**Run 1: routed metal, one color a layer**

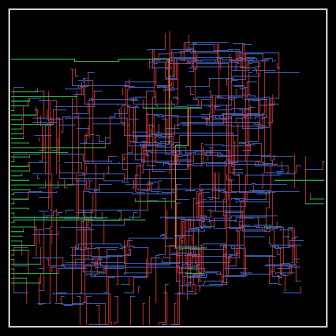
**Run 1: gate-type map**

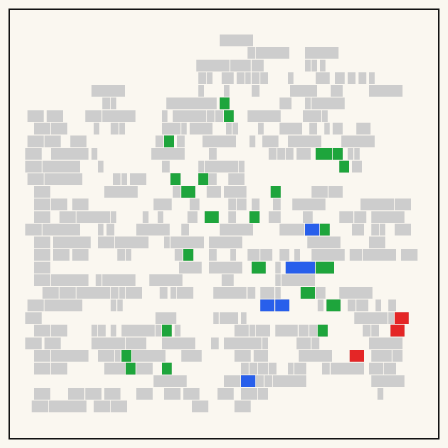
**Run 1: cell density map**

The die is cut into 9 by 9 equal tiles; white is low, dark blue is high, 0 to 100% covered.
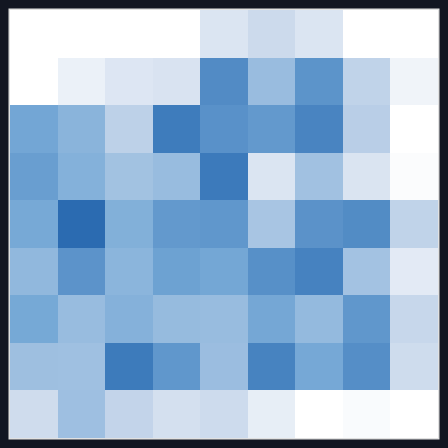
`src/rtl/uart_tx_arbiter.sv`:
```
// rtl/uart_tx_arbiter.sv - round-robin frame arbiter sharing one uart_tx among N_REQ requesters
module uart_tx_arbiter #(
  parameter int N_REQ       = 4,
  parameter int GAP_CYC     = 16,
  parameter int TIMEOUT_CYC = 200000
) (
  input  logic                                      clk_i,
  input  logic                                      rst_i,
  input  logic [N_REQ-1:0]                          req_i,
  input  logic [8*N_REQ-1:0]                        req_data_i,
  input  logic [N_REQ-1:0]                          req_last_i,
  output logic [N_REQ-1:0]                          req_ack_o,
  output logic [((N_REQ > 1) ? $clog2(N_REQ) : 1)-1:0] grant_o,
  output logic                                      grant_valid_o,
  output logic                                      frame_done_o,
  output logic                                      timeout_err_o,
  output logic                                      start_trig_o,
  output logic [7:0]                                tx_data_o,
  input  logic                                      tx_busy_i,
  input  logic                                      tx_done_i
);

  localparam int GW = (N_REQ > 1) ? $clog2(N_REQ) : 1;
  localparam int WW = $clog2(TIMEOUT_CYC + 1);
  localparam int CW = (GAP_CYC > 1) ? $clog2(GAP_CYC) : 1;

  typedef enum logic [2:0] {S_IDLE, S_ISSUE, S_WAIT, S_END, S_GAP} state_t;

  state_t           state_q, state_d;
  logic [GW-1:0]    grant_q, grant_d;
  logic [GW-1:0]    rr_q, rr_d;
  logic [GW-1:0]    sel;
  logic [GW:0]      sum;
  logic             sel_found;
  logic [GW-1:0]    grant_inc;
  logic             last_q, last_d;
  logic [WW-1:0]    wdog_q, wdog_d;
  logic [CW-1:0]    gap_q, gap_d;
  logic [N_REQ-1:0] ack_q, ack_d;
  logic             gv_q, gv_d;
  logic             fd_q, fd_d;
  logic             to_q, to_d;
  logic             st_q, st_d;
  logic [7:0]       data_q, data_d;
  logic             wdog_exp;
  logic             gap_end;

  assign wdog_exp  = (wdog_q == WW'(TIMEOUT_CYC - 1));
  assign gap_end   = (gap_q == CW'(GAP_CYC - 1));
  assign grant_inc = (grant_q == GW'(N_REQ - 1)) ? '0 : grant_q + 1'b1;

  // Round-robin pick: first requesting index at or above rr_q, wrapping past N_REQ-1
  always_comb begin
    sel       = rr_q;
    sel_found = 1'b0;
    sum       = '0;
    for (int i = N_REQ - 1; i >= 0; i--) begin
      sum = {1'b0, rr_q} + (GW+1)'(i);
      if (sum >= (GW+1)'(N_REQ)) sum = sum - (GW+1)'(N_REQ);
      if (req_i[sum[GW-1:0]]) begin
        sel       = sum[GW-1:0];
        sel_found = 1'b1;
      end
    end
  end

  // State and all registered outputs; every output clears on reset
  always_ff @(posedge clk_i) begin
    if (rst_i) begin
      state_q <= S_IDLE;
      grant_q <= '0;
      rr_q    <= '0;
      last_q  <= 1'b0;
      wdog_q  <= '0;
      gap_q   <= '0;
      ack_q   <= '0;
      gv_q    <= 1'b0;
      fd_q    <= 1'b0;
      to_q    <= 1'b0;
      st_q    <= 1'b0;
      data_q  <= '0;
    end else begin
      state_q <= state_d;
      grant_q <= grant_d;
      rr_q    <= rr_d;
      last_q  <= last_d;
      wdog_q  <= wdog_d;
      gap_q   <= gap_d;
      ack_q   <= ack_d;
      gv_q    <= gv_d;
      fd_q    <= fd_d;
      to_q    <= to_d;
      st_q    <= st_d;
      data_q  <= data_d;
    end
  end

  // Next state: frame-level ownership, tx_done takes priority over watchdog expiry
  always_comb begin
    state_d = state_q;
    case (state_q)
      S_IDLE:  if (!tx_busy_i && sel_found) state_d = S_ISSUE;
      S_ISSUE: state_d = S_WAIT;
      S_WAIT: begin
        if (tx_done_i) state_d = (last_q || !req_i[grant_q]) ? S_END : S_ISSUE;
        else if (wdog_exp) state_d = (GAP_CYC == 0) ? S_IDLE : S_GAP;
      end
      S_END:   state_d = (GAP_CYC == 0) ? S_IDLE : S_GAP;
      S_GAP:   if (gap_end) state_d = S_IDLE;
      default: state_d = S_IDLE;
    endcase
  end

  // Output and datapath next values; outputs appear the cycle after the deciding state
  always_comb begin
    grant_d = grant_q;
    rr_d    = rr_q;
    last_d  = last_q;
    wdog_d  = wdog_q;
    gap_d   = gap_q;
    data_d  = data_q;
    ack_d   = '0;
    st_d    = 1'b0;
    fd_d    = 1'b0;
    to_d    = to_q;
    gv_d    = (state_d == S_ISSUE) || (state_d == S_WAIT);
    case (state_q)
      S_IDLE: if (state_d == S_ISSUE) grant_d = sel;
      S_ISSUE: begin
        st_d           = 1'b1;
        ack_d[grant_q] = 1'b1;
        data_d         = req_data_i[{grant_q, 3'b000} +: 8];
        last_d         = req_last_i[grant_q];
        wdog_d         = '0;
      end
      S_WAIT: begin
        wdog_d = wdog_q + 1'b1;
        if (!tx_done_i && wdog_exp) begin
          to_d  = 1'b1;
          rr_d  = grant_inc;
          gap_d = '0;
        end
      end
      S_END: begin
        fd_d  = 1'b1;
        rr_d  = grant_inc;
        gap_d = '0;
      end
      S_GAP:   gap_d = gap_q + 1'b1;
      default: ;
    endcase
  end

  assign req_ack_o     = ack_q;
  assign grant_o       = grant_q;
  assign grant_valid_o = gv_q;
  assign frame_done_o  = fd_q;
  assign timeout_err_o = to_q;
  assign start_trig_o  = st_q;
  assign tx_data_o     = data_q;

endmodule

```
`config.mk`:
```
export PLATFORM = sky130hd
export DESIGN_NAME = uart_tx_arbiter
export DESIGN_NICKNAME = d
export VERILOG_FILES = /design/src/rtl/uart_tx_arbiter.sv
export SDC_FILE = /design/constraint.sdc
export NUM_CORES = 1
export LEC_CHECK = 0
export CAP_MARGIN = 20
export CELL_PAD_IN_SITES_DETAIL_PLACEMENT = 0
export CELL_PAD_IN_SITES_GLOBAL_PLACEMENT = 2
export CORE_MARGIN = 3
export CORE_UTILIZATION = 32
export CTS_BUF_LIST = sky130_fd_sc_hd__clkbuf_8
export DETAILED_ROUTE_END_ITERATION = 8
export PLACE_DENSITY = 0.85
export SKIP_CTS_REPAIR_TIMING = 1
export SLEW_MARGIN = 20
export SYNTH_ARGS = -nofsm -noshare
export SYNTH_HDL_FRONTEND = slang
export SYNTH_SLANG_ARGS = --single-unit
```
`constraint.sdc`:
```
create_clock -name clk_i -period 5.3 [get_ports clk_i]
set_input_delay 1.06 -clock clk_i [delete_from_list [all_inputs] [get_ports clk_i]]
set_output_delay 1.06 -clock clk_i [all_outputs]
set_load 0.02 [all_outputs]
```
==> run notes, run 1 <==
The synthesis and place-and-route flow finished, so here is a summary.

The run finished with clean final reports. The met2 global-route usage is 0.235. Summed over all nets, the switching power comes to roughly 0.2 mW.

The cell count after synthesis is 261. The worst setup path is captured at an output pin. Per the finish-stage timing summary, setup violations number 0. The total power is 0.774 mW.

The final hold violation count recorded for this run is 0. The final antenna diode tally reported by the flow is 0. The detailed-routed wire length on met3 is ~430 um. Among cell families on the critical path, the largest total delay comes from flip-flops. The detailed router reports a met2 wire length of roughly 2700 um. The total placed cells including tap cells is a little over 400. The total routing usage reported by global routing is 0.146. Per the synthesis report, the dominant area consumer among library cells is dfxtp_1.

The number of well-tap cells placed came out at around 96. The weighted congestion at the end of routability-driven global placement is roughly 0.74. The wire length the detailed router placed on met1 came out at around 2700 um.

After routing the design area is 3160 um2. The total number of sequential cells came out at 46. The wire length per cell after detailed routing is around 14 um. The peak supply drop is between 100 and 150 uV.

The fmax came out at 338 MHz. The largest fanout of any net on the critical path is 15. Of the available clock period, the critical path in the final layout requires 0.557. Ranked by total area, the top cell class in this layout is multi-input combinational cells. The number of cells on the worst hold path came out at 2. The buffer levels on the longest clock path came out at 2.

The worst setup path is launched from a register. The and-or/or-and share of the synthesized area is 0.138. Ranking logic cells in the layout by count gives the top entries 61 x clkdlybuf4s50_1, 46 x dfxtp_1, 31 x nand2_1. The multi-input gate share of total cell area is 0.430. The layer with the highest usage after global routing is met2. Per the post-place timing report, worst setup slack is about 2.2 ns.

The number of ordinary and repair buffers in the finished layout came out at 64. The number of buffers inserted by port buffering is a little over 60. The slew check shows that the tightest pin keeps a relative margin of 0.339. The fraction of standard cell area that is sequential is 0.291. The sequential fraction of design power came out at 0.480. Counting the warning lines in the Yosys log gives 0. Signal routing reaches up to met4.

The post-synth tally of flip-flops with integrated enable is 0. The via count of the first global-routing pass was around 2100. The first detailed-routing pass ran for 4 iterations.

The maximum number of pins on one net before global-route repair came out at 29. The area fraction of the largest cell type after synthesis is 0.387. The detail route stage leaves a number of antenna-violating nets equal to 0. The flip-flop and latch power came out at 0.371 mW. CTS saw approximately 46 sinks. The number of cells in Yosys stat came out at roughly 260. The part of the power in the clock network is 0.340. The signal on the critical path passes through clkdlybuf4s50_1. The number of logic inverters in the finished layout came out at 5. The heaviest power group is sequential cells. The fraction of met3 tracks used by global routing is 0.0533. The insertion delay of the later-clocked pin in the worst-skew pair came out at ~0.30 ns. The power drawn by the combinational cells is between 0.1 and 0.15 mW.

The final design was reported to hold multi-input combinational gates totalling between 150 and 200. After synthesis, the mean cell area works out to 9.11 um2. The buffer and inverter count on the worst path came out at 1. The transition time at the pin with the least slew margin came out at a little under 1 ns. Per the cell usage report, the commonest logic cell in the layout is clkdlybuf4s50_1.

The sequential cell area in the final layout came out at about 920 um2. The portion of the layout cell area used by non-clock buffers is 0.200. The ratio of total power to cell area is 245 nW/um2.

The count of clock buffers in the final design is 5. The logic area came out at approximately 1400 um2. The commonest cells after synthesis are 46 x dfxtp_1, 31 x nand2_1, 23 x a21oi_1, 22 x nor2_1, 12 x nand3_1. Detailed placement reports a standard cell area of approximately 3100 um2. The critical path is of the reg2out type.
Notes on 'routed metal, one color a layer' above:
- blue: metal 1 (wire length 2720 um)
- orange: metal 4 (wire length 65.3 um)
- green: metal 3 (wire length 431 um)
- red: metal 2 (wire length 2700 um)

Notes on 'gate-type map' above:
- blue: AND-OR and OR-AND gates (cells 5; most used a211o_1)
- green: AND and OR gates (cells 23; most used and2_1)
- red: XOR/XNOR gates (cells 3; most used xor2_1)

Notes on 'cell density map' above:
- emptiest ninth of the die: north-west
- tiles over 75% full: 1.2%
- mean over tiles: 36%
- nearly empty tiles: 14%
- fullest tile: 76%
area of the core: 6980 um2
fin util: 0.453
Starting Density: 0.341

==> run 1 -> run 2 <==
- CORE_UTILIZATION: 32 -> 30
- PLACE_DENSITY: 0.85 -> 0.8
- clock period: 5.3 -> 2.8 ns (I/O delays scaled with it)
==> run 2 against run 1 <==
Against the previous run:
- area after synthesis is the same
- power rose by 74%
- die size rose by 6.2%
- critical path depth is 4 higher
- worst setup slack got worse by 1.7 ns
- sequential power increased by 87%
- highest routed layer unchanged
==> run notes, run 2 <==
The synthesis and place-and-route flow finished, so here is a summary.

The run finished with clean final reports. The multi-input combinational cell count came out at ~190. The number of failing setup endpoints in the final timing report came out at 0. The number of logic inverters in the finished layout is 5.

The final cell area excluding filler cells came out at 3160 um2. In the layout the commonest cells are 61 x clkdlybuf4s50_1, 46 x dfxtp_1, 31 x nand2_1. The flip-flop and latch power came out at ~0.69 mW. The floorplan step defined a die boundary enclosing about 9000 um2. The fmax came out at around 460 MHz. The fraction of met3 tracks used by global routing came out at 0.0300. The final report lists a non-filler cell total of roughly 420. The commonest cells after synthesis are 46 x dfxtp_1, 31 x nand2_1, 23 x a21oi_1, 22 x nor2_1, 12 x nand3_1. Ranked by flip-flop count, first place goes to wdog_q. The violation tally from detailed-route iteration zero is approximately 120. The worst path required time is about 3.0 ns. The final critical path time including I/O delays and setup is 2.18 ns.

The top cell type by total area after synthesis is dfxtp_1. The cell sequence reported for the critical path is clkdlybuf4s50_1 > mux4_2 > and3b_1 > o31a_4 > mux2_4. The highest routing layer actually used is met4.

Measured on the finished design, the core utilization comes to 0.423. The first global-routing pass estimated a little over 10000 um of wire. The buffer and inverter count on the worst path came out at 1.

The worst setup path is captured at a register. The worst-case max-slew headroom was logged as 0.538. The final layout reports a setup TNS of 0 ns. The portion of the layout cell area used by non-clock buffers is 0.210. The weighted congestion at the end of routability-driven global placement came out at about 0.77.

Counting flops with a built-in enable in the synthesized netlist gives 0. Dividing the synthesized area by the synthesized cell count gives ~9.1 um2. Buffers placed on the I/O ports in this run total 61. The core region is approximately 7500 um2. Counting only logic cells after layout, the most numerous master is clkdlybuf4s50_1. The number of well-tap cells placed came out at between 90 and 100. The insertion delay of the later-clocked pin in the worst-skew pair is 0.29 ns. The cell sitting at the root of the clock tree is a clkbuf_8. The detailed-routed wire length on met3 is a little over 200 um. Among cell families on the critical path, the largest total delay comes from multiplexers. At the pin with the least slew margin, the transition time is 0.692 ns.

The commonest register cell is dfxtp_1. The die is roughly 95 um tall. In this run, power in combinational logic comes to 0.283 mW.

The cell count after synthesis came out at around 260. For this design the ratio of total power to cell area is 426 nW/um2. Summed over all cells, the static leakage comes to roughly 1.1 nW. The dominant kind of cell by area is multi-input combinational cells. The maximum number of pins on one net before global-route repair came out at 20. The sink count of the clock tree is 46. The worst-case IR drop observed on VDD is between 150 and 200 uV. The total grt overflow came out at 0.

The tally of nets with antenna violations remaining after routing came out at 0. The post-route clock period utilization is 0.777. The post-synthesis xor/xnor area fraction came out at 0.0110. From left edge to right edge, the die measures roughly 95 um. The sequential cell area in the final layout came out at between 900 and 1000 um2. The number of maximum-capacitance constraint violations came out at 0. The total number of sequential cells came out at between 40 and 50. The logic depth of the worst setup path including buffers came out at 5. The number of cells in Yosys stat came out at 261. After global routing, the most crowded layer is met2. The top-area cell type share of the netlist area is 0.387. The area added between synthesis and finish came out at 33.0%. The post-synthesis cell area came out at around 2400 um2. In the per-layer summary, the met1 wirelength comes to about 2900 um. The count of clock buffers in the final design is 5. The number of levels the H-tree was split into came out at 2. The worst hold path was traced through 2 stages.

The switching power is about 0.36 mW. The average via count per standard cell is between 5 and 6. The sequential fraction of design power came out at 0.514. In the floorplan report the effective utilization is 0.318. For reference, the placement row count at floorplan is 31. The length of the first detailed-routing pass in iterations came out at 4. The and-or/or-and share of the synthesized area is 0.138. Sorting the synthesized cells by area gives the leading types as dfxtp_1 39%, mux4_2 9.5%, nand2_1 4.9%, a21oi_1 4.8%, nor2_1 3.5%. The number of DRC violations after detailed routing came out at 0. The hold violation total from the final report came out at 0. In this run the cell area measured after placement is approximately 3000 um2. The part of the power in combinational logic is 0.210.

The synthesis log from Yosys contains 0 warnings. The total placed cells including tap cells is 412. The number of ordinary and repair buffers in the finished layout came out at 68.

After layout, the design draws a total of 1.35 mW. For this run, the script counts the antenna cells in the layout as 0. Summed over all nets, wire length on met2 after detailed routing comes to 3090 um.

The worst path setup slack after routing is ~0.62 ns. Looking at the group totals, the largest power group turns out to be sequential cells. The worst slack at placement came out at 0.320 ns.

The logic area came out at 1360 um2. TritonCTS built the clock tree. The flip-flop count of the largest register, all copies and words added came out at 18.

The number of nets in the layout is ~370. The layout report gives the register share of total cell area as 0.291. The number of library cell types mapped by synthesis came out at ~54. For this run, the chip area from Yosys synthesis comes to around 2400 um2. The met2 global-route usage came out at 0.228. The HPWL after detailed placement came out at ~4700 um. The critical path maximum fanout is 7. Cell internal power was estimated by the tool at between 0.9 and 1 mW.

The total routing usage reported by global routing came out at 0.146. Per STA, the endpoint of the critical path is grant_valid_o. The share of total power dissipated in the clock network is 0.276. The via count of the first global-routing pass is 2086.

Setup repair after global routing left no endpoint under its margin. The buffer levels on the longest clock path is 2. The wire length per cell after detailed routing came out at between 10 and 15 um. The worst setup path is of the in2reg kind. The area share of fa/ha/maj cells after synthesis came out at 0.0316. The critical path launch point type is an input pin. The multi-input gate share of total cell area came out at 0.430.
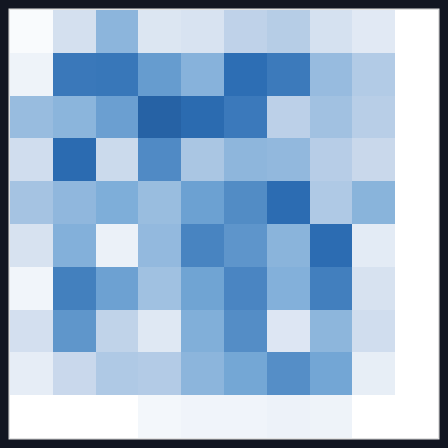
**Above:** run 2 (cell density map).
The die is cut into 10 by 10 equal tiles; white is low, dark blue is high, 0 to 100% covered.
- tiles over 75% full: 5.0%
- mean over tiles: 34%
- emptiest ninth of the die: south-east
- fullest tile: 80%
- nearly empty tiles: 14%

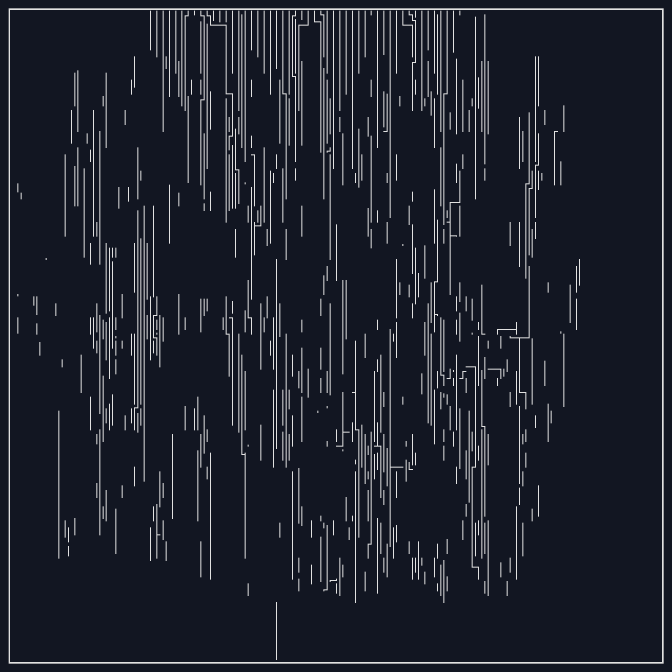
**Above:** run 2 (met2 routing).
- nets with wire on the layer: 312
- longest straight run: 40.1 um
- share of all routed wire: 49%
- main direction: vertical
- wire length on this layer: 3090 um
DR vias: 2170
Total Routed Length: 6270 um

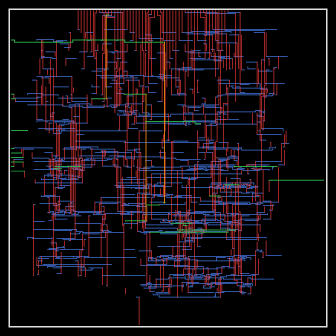
**Above:** run 2 (routed metal, one color a layer).
- red: metal 2 (wire length 3090 um)
- orange: metal 4 (wire length 112 um)
- green: metal 3 (wire length 204 um)
- blue: metal 1 (wire length 2870 um)

Power figures rest on the tool's default switching activity, not on a simulated workload.
